`config.mk`:
```
export PLATFORM = sky130hd
export DESIGN_NAME = sigma_delta_adc_scheduler
export DESIGN_NICKNAME = d
export VERILOG_FILES = /design/src/rtl/sigma_delta_adc_scheduler_pkg.sv /design/src/rtl/sigma_delta_adc_scheduler_rr_arbiter.sv /design/src/rtl/sigma_delta_adc_scheduler.sv
export SDC_FILE = /design/constraint.sdc
export NUM_CORES = 1
export LEC_CHECK = 0
export ABC_CLOCK_PERIOD_IN_PS = 11730
export CORE_ASPECT_RATIO = 0.5
export CORE_MARGIN = 4
export CORE_UTILIZATION = 35
export CTS_CLUSTER_SIZE = 28
export DETAILED_ROUTE_END_ITERATION = 6
export GPL_TIMING_DRIVEN = 0
export PLACE_DENSITY = 0.58
export SLEW_MARGIN = 30
export SYNTH_ARGS = -nofsm -noshare
export SYNTH_HDL_FRONTEND = slang
export SYNTH_HIERARCHICAL = 1
export SYNTH_SLANG_ARGS = --single-unit
```
`constraint.sdc`:
```
create_clock -name clk -period 11.73 [get_ports clk]
set_clock_uncertainty 0.2 [all_clocks]
set_input_delay 2.346 -clock clk [delete_from_list [all_inputs] [get_ports clk]]
set_output_delay 2.346 -clock clk [all_outputs]
set_load 0.1 [all_outputs]
```
`src/rtl/sigma_delta_adc_scheduler_pkg.sv`:
```
// Shared types and constants for the sigma-delta ADC scheduler.
package sigma_delta_pkg;

  typedef enum logic [1:0] {
    IDLE = 2'd0,
    WARM = 2'd1,
    RUN  = 2'd2,
    FIN  = 2'd3
  } state_t;

  localparam int unsigned OVR_W = 8;

endpackage

```
`src/rtl/sigma_delta_adc_scheduler_rr_arbiter.sv`:
```
// Combinational round-robin arbiter: first active request at or after ptr wins.
module rr_arbiter
  import sigma_delta_pkg::*;
#(
  parameter int unsigned NREQ = 4,
  parameter int unsigned ID_W = $clog2(NREQ)
) (
  input  logic [NREQ-1:0] req,
  input  logic [ID_W-1:0] ptr,
  output logic [NREQ-1:0] gnt,
  output logic [ID_W-1:0] id
);

  logic            w_found;
  logic [ID_W:0]   w_sum;
  logic [ID_W-1:0] w_idx;

  // Walk the requesters starting at ptr, wrapping modulo NREQ.
  always_comb begin
    gnt     = '0;
    id      = '0;
    w_found = 1'b0;
    w_sum   = '0;
    w_idx   = '0;
    for (int unsigned i = 0; i < NREQ; i++) begin
      w_sum = {1'b0, ptr} + (ID_W+1)'(i);
      if (w_sum >= (ID_W+1)'(NREQ)) w_sum = w_sum - (ID_W+1)'(NREQ);
      w_idx = w_sum[ID_W-1:0];
      if (!w_found && req[w_idx]) begin
        w_found    = 1'b1;
        gnt[w_idx] = 1'b1;
        id         = w_idx;
      end
    end
  end

endmodule

```
`src/rtl/sigma_delta_adc_scheduler.sv`:
```
// Shares one sigma-delta ADC core between NREQ burst requesters.
module sigma_delta_adc_scheduler
  import sigma_delta_pkg::*;
#(
  parameter int unsigned NREQ   = 4,
  parameter int unsigned WDTH   = 16,
  parameter int unsigned LEN_W  = 8,
  parameter int unsigned SETTLE = 2
) (
  input  logic                    clk,
  input  logic                    rst,
  input  logic [NREQ-1:0]         req,
  input  logic [NREQ*LEN_W-1:0]   req_len,
  output logic [NREQ-1:0]         gnt,
  output logic [NREQ-1:0]         done,
  output logic                    adc_rst,
  input  logic [WDTH-1:0]         adc_data,
  input  logic                    adc_valid,
  output logic [WDTH-1:0]         smp_data,
  output logic [$clog2(NREQ)-1:0] smp_id,
  output logic                    smp_valid,
  input  logic                    smp_ready,
  output logic [OVR_W-1:0]        ovr_cnt,
  output logic                    busy
);

  localparam int unsigned ID_W  = $clog2(NREQ);
  localparam int unsigned SET_W = $clog2(SETTLE + 2);

  state_t           r_state, w_state_nxt;
  logic [NREQ-1:0]  r_gnt;
  logic [ID_W-1:0]  r_id, r_ptr;
  logic [LEN_W-1:0] r_len;
  logic [LEN_W:0]   r_cnt;
  logic [SET_W-1:0] r_settle;
  logic             r_adc_rst;
  logic [WDTH-1:0]  r_smp_data;
  logic [ID_W-1:0]  r_smp_id;
  logic             r_smp_valid;
  logic [OVR_W-1:0] r_ovr;

  logic [LEN_W-1:0] w_len_arr [NREQ];
  logic [NREQ-1:0]  w_id_onehot, w_arb_req, w_arb_gnt;
  logic [ID_W-1:0]  w_ptr_inc, w_arb_ptr, w_arb_id;
  logic             w_room, w_run_ok, w_load, w_drop, w_last;
  logic             w_take, w_fin_exit;

  for (genvar g = 0; g < NREQ; g++) begin : g_len
    assign w_len_arr[g] = req_len[g*LEN_W +: LEN_W];
  end

  assign w_id_onehot = NREQ'(1) << r_id;
  assign w_ptr_inc   = (r_id == ID_W'(NREQ - 1)) ? '0 : r_id + 1'b1;

  // FIN re-arbitrates before ptr is registered and while the finishing
  // requester still holds req, so use the post-burst ptr and mask that id.
  assign w_arb_ptr = (r_state == FIN) ? w_ptr_inc : r_ptr;
  assign w_arb_req = (r_state == FIN) ? (req & ~w_id_onehot) : req;

  rr_arbiter #(.NREQ(NREQ), .ID_W(ID_W)) u_arb (
    .req (w_arb_req),
    .ptr (w_arb_ptr),
    .gnt (w_arb_gnt),
    .id  (w_arb_id)
  );

  assign w_room   = !r_smp_valid || smp_ready;
  assign w_run_ok = (r_state == RUN) && req[r_id];
  assign w_load   = w_run_ok && adc_valid && w_room;
  assign w_drop   = w_run_ok && adc_valid && !w_room;
  assign w_last   = (r_cnt == {1'b0, r_len});

  // State register.
  always_ff @(posedge clk) begin
    if (rst) r_state <= IDLE;
    else     r_state <= w_state_nxt;
  end

  // Next-state decode plus grant/exit strobes for the datapath.
  always_comb begin
    w_state_nxt = r_state;
    w_take      = 1'b0;
    w_fin_exit  = 1'b0;
    case (r_state)
      IDLE: begin
        if (|req) begin
          w_take      = 1'b1;
          w_state_nxt = (SETTLE == 0) ? RUN : WARM;
        end
      end
      WARM: begin
        if (!req[r_id])                                          w_state_nxt = FIN;
        else if (adc_valid && (r_settle == SET_W'(SETTLE - 1))) w_state_nxt = RUN;
      end
      RUN: begin
        if (!req[r_id])           w_state_nxt = FIN;
        else if (w_load && w_last) w_state_nxt = FIN;
      end
      FIN: begin
        if (!r_smp_valid) begin
          w_fin_exit = 1'b1;
          if (|w_arb_req) begin
            w_take      = 1'b1;
            w_state_nxt = RUN;
          end else begin
            w_state_nxt = IDLE;
          end
        end
      end
      default: w_state_nxt = IDLE;
    endcase
  end

  // Grant bookkeeping, counters, output register and overrun counter.
  always_ff @(posedge clk) begin
    if (rst) begin
      r_gnt       <= '0;
      r_id        <= '0;
      r_ptr       <= '0;
      r_len       <= '0;
      r_cnt       <= '0;
      r_settle    <= '0;
      r_adc_rst   <= 1'b1;
      r_smp_data  <= '0;
      r_smp_id    <= '0;
      r_smp_valid <= 1'b0;
      r_ovr       <= '0;
    end else begin
      r_adc_rst <= (w_state_nxt == IDLE);
      if (w_take) begin
        r_gnt    <= w_arb_gnt;
        r_id     <= w_arb_id;
        r_len    <= w_len_arr[w_arb_id];
        r_cnt    <= '0;
        r_settle <= '0;
      end else if (w_fin_exit) begin
        r_gnt <= '0;
      end
      if (w_fin_exit) r_ptr <= w_ptr_inc;
      if (r_state == WARM && adc_valid) r_settle <= r_settle + 1'b1;
      if (w_load) begin
        r_cnt       <= r_cnt + 1'b1;
        r_smp_data  <= adc_data;
        r_smp_id    <= r_id;
        r_smp_valid <= 1'b1;
      end else if (r_smp_valid && smp_ready) begin
        r_smp_valid <= 1'b0;
      end
      if (w_drop && (r_ovr != '1)) r_ovr <= r_ovr + 1'b1;
    end
  end

  assign gnt       = r_gnt;
  assign done      = w_fin_exit ? w_id_onehot : '0;
  assign adc_rst   = r_adc_rst;
  assign smp_data  = r_smp_data;
  assign smp_id    = r_smp_id;
  assign smp_valid = r_smp_valid;
  assign ovr_cnt   = r_ovr;
  assign busy      = (r_state != IDLE);

endmodule

```
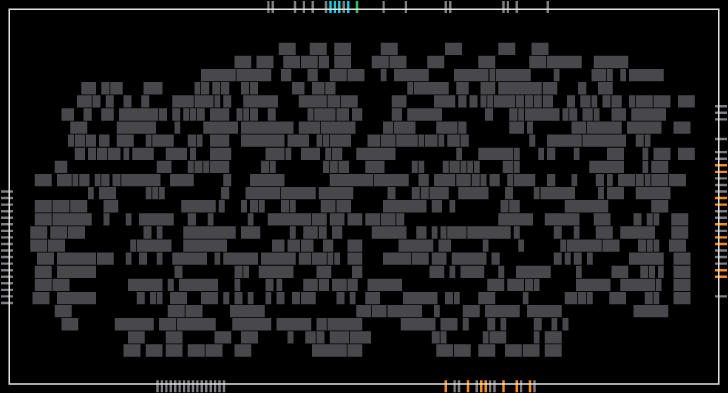
Run 1: pin placement
Pins as bars across the die edge, other pins in gray.
[busy] green | pins: 1 | direction: output | edge: top
[adc_data] orange | pins: 16 | direction: input | edge: 9 right, 7 bottom
[req] cyan | pins: 4 | direction: input | edge: top
Chip Width: 147 µm
IO Port Bufs: 91
die height: 77.4 µm

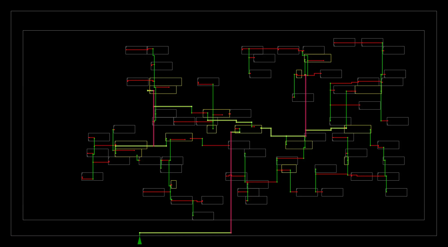
Run 1: the clock network
latest clock arrival within the worst-skew pair: 0.32 ns
Sink Count: 57

==> impl_metrics.tcl, run 1 <==
# collected from the flow reports
set metrics [dict create \
    max-cap-violations 0 \
    synth_adder_area_share 0.0630 \
    final_common_cell "clkdlybuf4s50_1" \
    top_area_cell "dfxtp_1" \
    crit_required_ns 11.71 \
    met2_usage 0.231 \
    hold_ws_ns 0.251 \
    synth_xor_xnor_area_share 0.0467 \
    ys_ff 57 \
    vias_per_cell 4.88 \
    crit_path_end_kind "register" \
    worstPathMaxFanout 10 \
    setup_viol 0 \
    lay_top_cells "clkdlybuf4s50_1, nand2_1, dfxtp_1, a21oi_1, nor2_1" \
    post-route-util 0.528 \
    criticalPathCategory "in2reg" \
    seq_area_frac_synth 0.338 \
    syn_area_um2 3370 \
    p_leak_nw 1.77 \
    post_layout_nonfiller_instances 632 \
    outcome "finished clean" \
    ant_nets 0 \
    root_buffer "clkbuf_16" \
    grtUsageTotal 0.153 \
    final_max_slew_viol_count 0 \
    grt_pass1_vias 2917 \
    wl_met1_mm 4.32 \
    top_area_frac 0.338 \
    synth.avg_cell_area_um2 8.54 \
    ys.flop_type "dfxtp_1" \
    place_inst 616 \
    yosysChipArea_um2 3370 \
    seq_area_um2 1140 \
    maxUsedRoutingLayer "met4" \
    grt_start_max_net_pins 11 \
    drc 0 \
    row_count 24 \
    gp_congestion 0.846 \
    dp_hpwl_mm 6.53 \
    drt-total-wl_mm 8.55 \
    use_met1 0.215 \
]
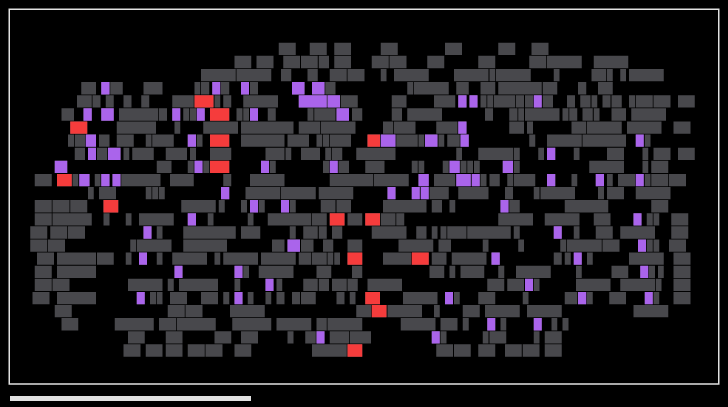
Run 1: gate-type map
The bar under the picture is 50 µm long.
[non-inverting ao/oa cells] red | cells: 15 | most used: a22o_1
[aoi and oai cells] purple | cells: 71 | most used: a21oi_1

## run 1: registers in the layout, summed over array words and instances, names as in the netlist
signal / cells
adc_rst: 1
gnt: 4
ovr_cnt: 8
r_cnt: 9
r_id: 2
r_len: 8
r_ptr: 2
r_settle: 2
r_state: 2
smp_data: 16
smp_id: 2
smp_valid: 1
## run 1: synth_stat cells, types with 7 or more instances
master   instances
a21oi_1         41
a22o_1           7
dfxtp_1         57
ha_1            17
inv_1           11
mux4_2          12
nand2_1         85
nand3_1         11
nor2_1          20
o21ai_0         12
xnor2_1          7
xor2_1          11
## run 1: worst paths after layout
kind	startpoint	end	slack [ns]	depth (start not counted)
worst min-delay path	smp_data[7]$_SDFFE_PP0P_	smp_data[7]$_SDFFE_PP0P_	0.25	2
worst max-delay path	req[1]	r_len[0]$_SDFFE_PP0P_	5.66	11
worst max register to register	r_id[0]$_SDFFE_PP0P_	r_len[0]$_SDFFE_PP0P_	7.25	14
worst min register to register	smp_data[7]$_SDFFE_PP0P_	smp_data[7]$_SDFFE_PP0P_	0.25	2
## run 1: area by class of cell
cell class	count	share of cell area
Timing Repair Buffer	91	0.191
Clock buffer	11	0.0509
Tap cell	130	0.0341
Sequential cell	57	0.239
Clock inverter	5	0.0165
Multi-Input combinational cell	304	0.430
Buffer	23	0.0294
Inverter	11	0.00866
## run 1: worst max-delay path, cell delays in order
cell	delay (ns)
clkdlybuf4s50_1	0.51
a21boi_0	0.51
clkbuf_2	0.31
nor3b_1	0.19
o21ai_0	0.09
o31ai_1	0.62
o31a_1	0.21
buf_1	0.53
mux4_2	0.60
nand2_1	0.08
a21oi_1	0.05
## run 1: power breakdown
part           total [mW]  internal, mW  switching (mW)
Combinational       0.484         0.188           0.296
Sequential          0.256         0.227          0.0286
Clock               0.276         0.191          0.0855
Total                1.02         0.606           0.410
## Run 2: what changed since run 1
Settings changed: ABC_CLOCK_PERIOD_IN_PS 11730 to 5600.
Clock period 11.73 ns to 5.6 ns, I/O delays scaled along.
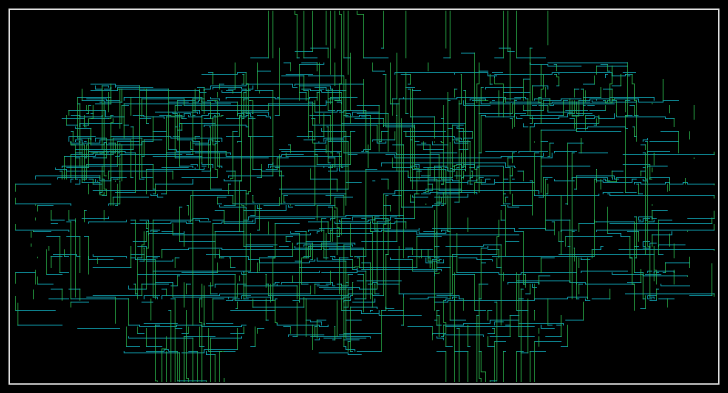
Run 2: signal wires by layer
Two of the layers only.
[M2] green | wire length: 3,630 µm
[M1] cyan | wire length: 4,320 µm
Avg WL per Cell: 13.5 µm
final WL: 8.55 mm
vias after detailed routing: 3,087

==> run 2 against run 1 <==
Register-to-register slack worse by 6.1 ns; core utilization did not move; design area unchanged; die area unchanged; non-clock buffer count did not move; total power is 110% higher; combinational power increased by 110%; via count stayed put; critical endpoint unchanged; largest cell class unchanged.
==> impl_metrics.tcl, run 2 <==
# collected from the flow reports
set metrics [dict create \
    row_count 24 \
    p_leak_nw 1.77 \
    most_common_cell "nand2_1" \
    dpl_cell_area_um2 4450 \
    ys_ff 57 \
    drc 0 \
    worstPathMaxFanout 10 \
    top_area_cell "dfxtp_1" \
    setup_viol 0 \
    synth_xor_xnor_area_share 0.0467 \
    top_cells_by_count "nand2_1, dfxtp_1, a21oi_1" \
    ys.flop_type "dfxtp_1" \
    clock-sinks 57 \
    gp_congestion 0.846 \
    synth_adder_area_share 0.0630 \
    final_common_cell "clkdlybuf4s50_1" \
    cts_hold_buf 0 \
    crit_required_ns 5.58 \
    path_cells "clkdlybuf4s50_1, a21boi_0, clkbuf_2, nor3b_1, o21ai_0, o31ai_1, o31a_1, buf_1, mux4_2, nand2_1, a21oi_1" \
    slowest_delay_ns 0.62 \
    crit_path_end_kind "register" \
    post-route-util 0.528 \
    hold_ws_ns 0.251 \
    criticalPathCategory "in2reg" \
    dieWidth_um 147 \
    seq_area_frac_synth 0.338 \
    outcome "finished clean" \
    tool_warnings 37 \
    ant_nets 0 \
    max-cap-violations 0 \
    root_buffer "clkbuf_16" \
    crit_slowest_cell "o31ai_1" \
    top_area_frac 0.338 \
    grt_pass1_vias 2917 \
    clock_latency_ns 0.32 \
    port_buffers 91 \
    yosysChipArea_um2 3370 \
    lay_top_cells "clkdlybuf4s50_1, nand2_1, dfxtp_1, a21oi_1, nor2_1" \
    grtUsageTotal 0.153 \
    vias_per_cell 4.88 \
    yosys-stat-cells 395 \
    die_y_um 77.4 \
]
-- run 2: final cells by class --
type                       count  area (µm²)  share of cell area
inverter                      11        41.3             0.00866
clock inverter                 5        78.8              0.0165
buffer                        23         140              0.0294
sequential                    57        1140               0.239
timing repair buffer          91         911               0.191
tap                          130         163              0.0341
multi-input combinational    304        2050               0.430
clock buffer                  11         243              0.0509
-- run 2: power breakdown --
group          switching [mW]  leakage (nW)  internal [mW]
combinational           0.620          1.15          0.394
clock                   0.179         0.159          0.400
sequential             0.0598         0.462          0.476
-- run 2: through the flow --
stage,instances,setup WS (ns)
4_1_cts,632,0.757
6_report,632,0.754
5_1_grt,632,0.384
2_1_floorplan,395,1.68
3_5_place_dp,616,0.417
3_3_place_gp,616,0.416
-- run 2: worst paths after layout --
kind	start	end	slack (ns)	depth (start not counted)
min reg2reg	smp_data[7]$_SDFFE_PP0P_	smp_data[7]$_SDFFE_PP0P_	0.25	2
min	smp_data[7]$_SDFFE_PP0P_	smp_data[7]$_SDFFE_PP0P_	0.25	2
max reg2reg	r_id[0]$_SDFFE_PP0P_	r_len[0]$_SDFFE_PP0P_	1.12	14
max	req[1]	r_len[0]$_SDFFE_PP0P_	0.75	11
-- run 2: cell families after synthesis --
group / after synthesis
simple gates: 166
mux: 17
compound gates: 86
buf+inv: 34
xor+xnor: 18
flops: 57
fa+ha+maj: 17
-- run 2: critical path, delay by kind of cell --
family          cells  cell delay [ns]
compound gates      5             1.48
buf+inv             3             1.35
mux                 1             0.60
simple gates        2             0.27
-- run 2: layer usage --
layer  GRT usage  wire [µm]  vias to the layer above
met4      0.0394         93                        0
met5           0          0                        -
met2       0.231       3630                       83
met3      0.0437        503                       10
met1       0.215       4320                     1399
li1            -          -                     1595
## Run 3: what changed since run 2
Settings changed: ABC_AREA set to 0.
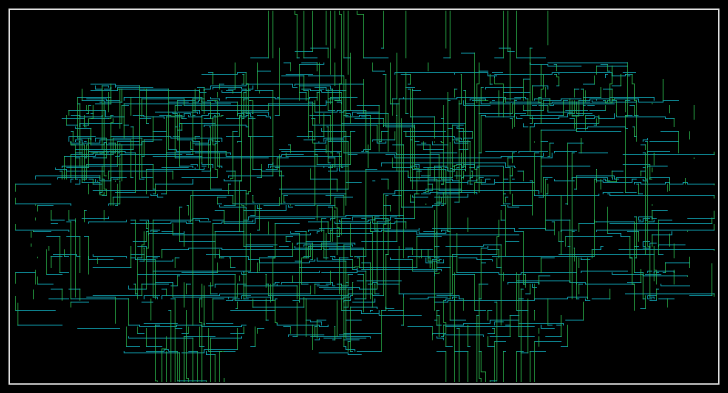
Run 3: signal wires by layer
Two of the layers only.
[M1] cyan | wire length: 4,320 µm
[M2] green | wire length: 3,630 µm
Total GRT Usage: 0.153

==> run 3 against run 2 <==
Register-to-register slack is essentially flat; cell count is the same; sequential share of layout area is the same; total power is the same; die area is the same; worst setup slack is the same; first-iteration DRC count is the same; clock-buffer cell count is the same; sequential power is essentially flat; synthesized cell count is the same; via count is the same.
==> impl_metrics.tcl, run 3 <==
# collected from the flow reports
set metrics [dict create \
    grt-ovfl-total 0 \
    p_int_mw 1.27 \
    clockPowerShare 0.272 \
    outcome "finished clean" \
    ys.flop_type "dfxtp_1" \
    p_leak_nw 1.77 \
    grt_pass1_vias 2917 \
    h-tree-depth 3 \
    clock-sinks 57 \
    crit_slowest_cell "o31ai_1" \
    pre_cts_ws_ns 0.417 \
    hold_path_end "smp_data[7]$_SDFFE_PP0P_" \
    row_count 24 \
    synth_xor_xnor_area_share 0.0467 \
    worstPathMaxFanout 10 \
    finalNetCount 570 \
    hold_ws_ns 0.251 \
    dieWidth_um 147 \
    top_area_frac 0.338 \
    crit_buf_inv 3 \
    vias_per_cell 4.88 \
    clock_latency_ns 0.32 \
    seq_area_um2 1140 \
    setup_viol 0 \
    path_depth 11 \
    seq_area_frac_synth 0.338 \
    top_area_cell "dfxtp_1" \
    drt-total-wl_mm 8.55 \
    final_common_cell "clkdlybuf4s50_1" \
    top_cells_by_count "nand2_1, dfxtp_1, a21oi_1" \
    power_switching_mw 0.859 \
    r2r_slack_ns 1.12 \
    hp-start "smp_data[7]$_SDFFE_PP0P_" \
    synth_adder_area_share 0.0630 \
    slowest_delay_ns 0.62 \
    path_cells "clkdlybuf4s50_1, a21boi_0, clkbuf_2, nor3b_1, o21ai_0, o31ai_1, o31a_1, buf_1, mux4_2, nand2_1, a21oi_1" \
    yosysChipArea_um2 3370 \
    reg2reg_depth 14 \
    power_frac_comb 0.476 \
    yosys-stat-cells 395 \
    worstHoldPathCells 2 \
    max-cap-violations 0 \
    crit_path_end_kind "register" \
    ys_ff 57 \
    port_buffers 91 \
    gp_congestion 0.846 \
    cts_hold_buf 0 \
    tool_warnings 37 \
    drc 0 \
    root_buffer "clkbuf_16" \
    most_common_cell "nand2_1" \
    irDropWorstVdd_v 0.000200 \
    logic_area_um2 2050 \
    crit_family "AND-OR/OR-AND gates" \
    seqPwrFrac 0.251 \
    worstPathArrival_ns 4.83 \
    r2r_end "r_len[0]$_SDFFE_PP0P_" \
    worst_slack_ns 0.754 \
    routedWlPerCell_um 13.5 \
    io_pins 93 \
    cts_setup_buffers 0 \
    criticalPathCategory "in2reg" \
    vias 3087 \
    p_sw_frac 0.404 \
    ant_nets 0 \
    worst-slew-pin-transition_ns 0.995 \
    crit_required_ns 5.58 \
    r2r-start "r_id[0]$_SDFFE_PP0P_" \
    endpoint "r_len[0]$_SDFFE_PP0P_" \
    worstSetupStartpoint "req[1]" \
]
## run 3: cell counts after synthesis
No cell type changed its count.
## run 3: cells by family after synthesis
group,count (synthesis)
compound gates,86
mux,17
fa+ha+maj,17
flops,57
xor+xnor,18
simple gates,166
buf+inv,34
## run 3: layout make-up
cell class | instances | share of cell area
multi-input cells | 304 | 0.430
flip-flops and latches | 57 | 0.239
repair buffers | 91 | 0.191
clock buffers | 11 | 0.0509
well taps | 130 | 0.0341
plain buffers | 23 | 0.0294
clock inverters | 5 | 0.0165
inverters | 11 | 0.00866
## run 3: power by group through the flow
stage / combinational (mW) / sequential [mW] / clock [mW]
after global placement: 1.02 / 0.544 / 0
after global routing: 1.11 / 0.546 / 0.617
after detailed placement: 1.02 / 0.544 / 0
after floorplan: 0.642 / 0.673 / 0
after CTS: 1.02 / 0.536 / 0.593
final: 1.01 / 0.535 / 0.579
## run 3: worst register-to-register path: stages (launching register included)
cell and delay, ns:
dfxtp_1 0.40, ha_1 0.28, nor2_1 0.12, mux2_2 0.24, buf_6 0.14, buf_2 0.21, inv_1 0.11, ha_1 0.42
o21ai_0 0.12, o31ai_1 0.62, o31a_1 0.21, buf_1 0.53, mux4_2 0.60, nand2_1 0.08, a21oi_1 0.05
## run 3: through the flow
stage	utilization	cells	instance area, µm²
floorplan	-	395	3370
global placement	0.492	616	4450
global route	0.528	632	4770
detailed placement	0.492	616	4450
finish	0.528	632	4770
CTS	0.528	632	4770
## run 3: per-layer routing
metal	vias up	wire length [µm]	global-route usage
met5	-	0	0
met4	0	93	0.0394
met3	10	503	0.0437
met2	83	3630	0.231
met1	1399	4320	0.215
li1	1595	-	-
No activity file was given, so power comes from the tool's default toggle rates.
